clock_wires.png
The bar under the picture is 100 µm long.
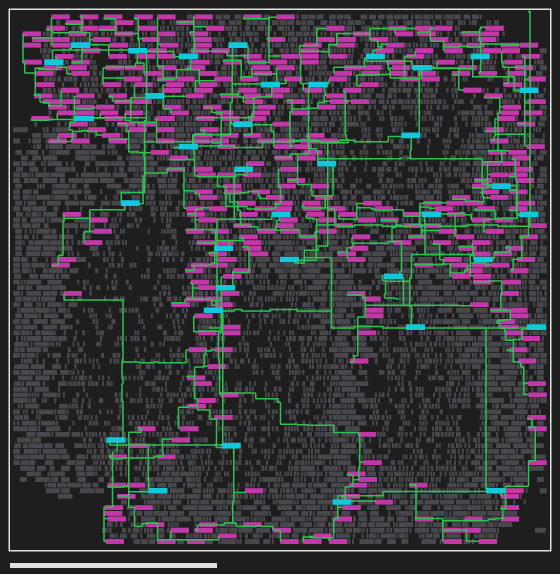
layers.png
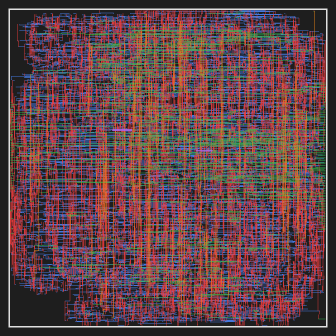
Design cache_stats_reporter, sky130hd; sources not shown.
==> reports/metrics.cfg <==
[placement]
place_congestion = 1.04
place_hpwl_um = 108000
portBuffers = 274

[timing]
report.final.slew_viol_count = 0
hold_violations = 0
grt_setup_unrepaired = false
final-setup-viol-count = 0

[power_and_ir_drop]
internal-power_uw = 10000

[global_route]
grt_pass1_wl_um = 207000
grt_overflow = 0
grt_max_degree = 211

[synthesis]
synth.distinct_cells = 65
async_flop_share_pct = 100
synth_cells = 5291
synth_adder_area_share_pct = 26.9
mux_area_share_pct = 0.0500
aoi_share_pct = 12.7
synth.avg_cell_area_um2 = 7.57
ys_top_cells_by_count = nand2_1 (1342), inv_1 (1062), dfrtp_1 (426), o21ai_0 (421), fa_1 (355)
top_logic_kind = adder cells
yosys_most_used_dff = dfrtp_1
simple_gate_area_share_pct = 21.0

[critical_path]
start_kind = register
cp_slowest_cell = clkinv_1
critical_path_class = reg -> out
path_cells = inv_1 > nor2_4 > inv_1 > nor2_2 > clkinv_1 > buf_4 > o22ai_1 > a221oi_1 > nand4_1 > buf_4
arrival_ns = 4.38
r2r.worst_path.cells = 17

[drt]
drt-initial-drc-count = 4431
drc = 0

[status]
status = complete, no violations

[clock_tree]
clockRootBuffer = clkbuf_16
postCtsSetupBuffers = 0
cts_buffers = 36
clockBufferDepth = 3

[floorplanning]
chip_area_mm2 = 0.0678
rows = 94
fp.coreArea_mm2 = 0.0659

[flow_run]
warnings = 56

[final_layout]
area_growth_pct = 12.0
flop_area_mm2 = 0.0107
lay_top_count = nand2_1

-- clock_wires.png (at the start) --
Key: green = clock wires [length 6110 µm]; magenta = flip-flops [count 426]; cyan = clock-net drivers [count 36]
There are 37 routed clock nets.
Power Clock: 2300 µW
Late-Pin Clk Latency: 0.62 ns
clock power share: 10.2%

-- layers.png (at the start) --
Key: red = M2 [wire length 59.3 mm]; green = M3 [wire length 14500 µm]; orange = M4 [wire length 6910 µm]; blue = M1 [wire length 53.8 mm]; purple = M5 [wire length 26.7 µm]
Vias: 37400
All-Layer GR Usage: 40.1%
wire length per cell: 21.0 µm
WL final: 135000 µm

==> stage by stage <==
step / setup TNS (ns) / std cells / hold slack [ns] / util [%]
finish: 0 / 6411 / 0.424 / 68.1
global route: 0 / 6410 / 0.436 / 68.1
CTS: 0 / 6409 / 0.427 / 68.1
detailed placement: -0.150 / 6369 / 0.411 / 66.7
global placement: -0.00406 / 6369 / 0.406 / 66.7
floorplan: 0 / 5291 / 0.392 / -
==> power groups by stage <==
stage / clock [µW] / sequential, µW / combinational, µW
6_report: 2300 / 3490 / 16700
5_1_grt: 2380 / 3520 / 18800
4_1_cts: 2290 / 3480 / 16400
3_5_place_dp: 0 / 3530 / 16300
3_3_place_gp: 0 / 3520 / 16100
2_1_floorplan: 0 / 3650 / 11500
==> per-layer routing <==
metal	share of wire, %	GRT usage (%)	vias up
met2	44	61.7	1904
met3	11	9.96	328
met1	40	53.9	18000
met4	5.1	17.4	4
li1	-	-	17100
met5	0.019	0	-
==> cells by family (layout without fill, tap and decap cells) <==
group / Yosys count / after routing
XOR/XNOR: 52 / 52
AND/OR/NAND/NOR: 2047 / 2047
multiplexers: 2 / 2
adder cells (fa/ha/maj): 648 / 648
buffers and inverters: 1216 / 1470
other: 0 / 2
AND-OR/OR-AND: 900 / 900
flip-flops: 426 / 426
==> cell type report <==
| type | instances | area share (%) |
|---|---|---|
| Multi-Input combinational cell | 3649 | 55.2 |
| Sequential cell | 426 | 23.8 |
| Inverter | 1074 | 8.99 |
| Timing Repair Buffer | 356 | 7.48 |
| Tap cell | 864 | 2.41 |
| Clock buffer | 36 | 2.01 |
| Clock inverter | 4 | 0.120 |
| Antenna cell | 2 | 0.0112 |
==> critical path: cells and delay by family, from the launching register on <==
kind,cells,cell delay (ns)
buf+inv,5,1.69
simple gates,3,0.89
flops,1,0.44
compound gates,2,0.75
Power is estimated from default activity; no workload was simulated.
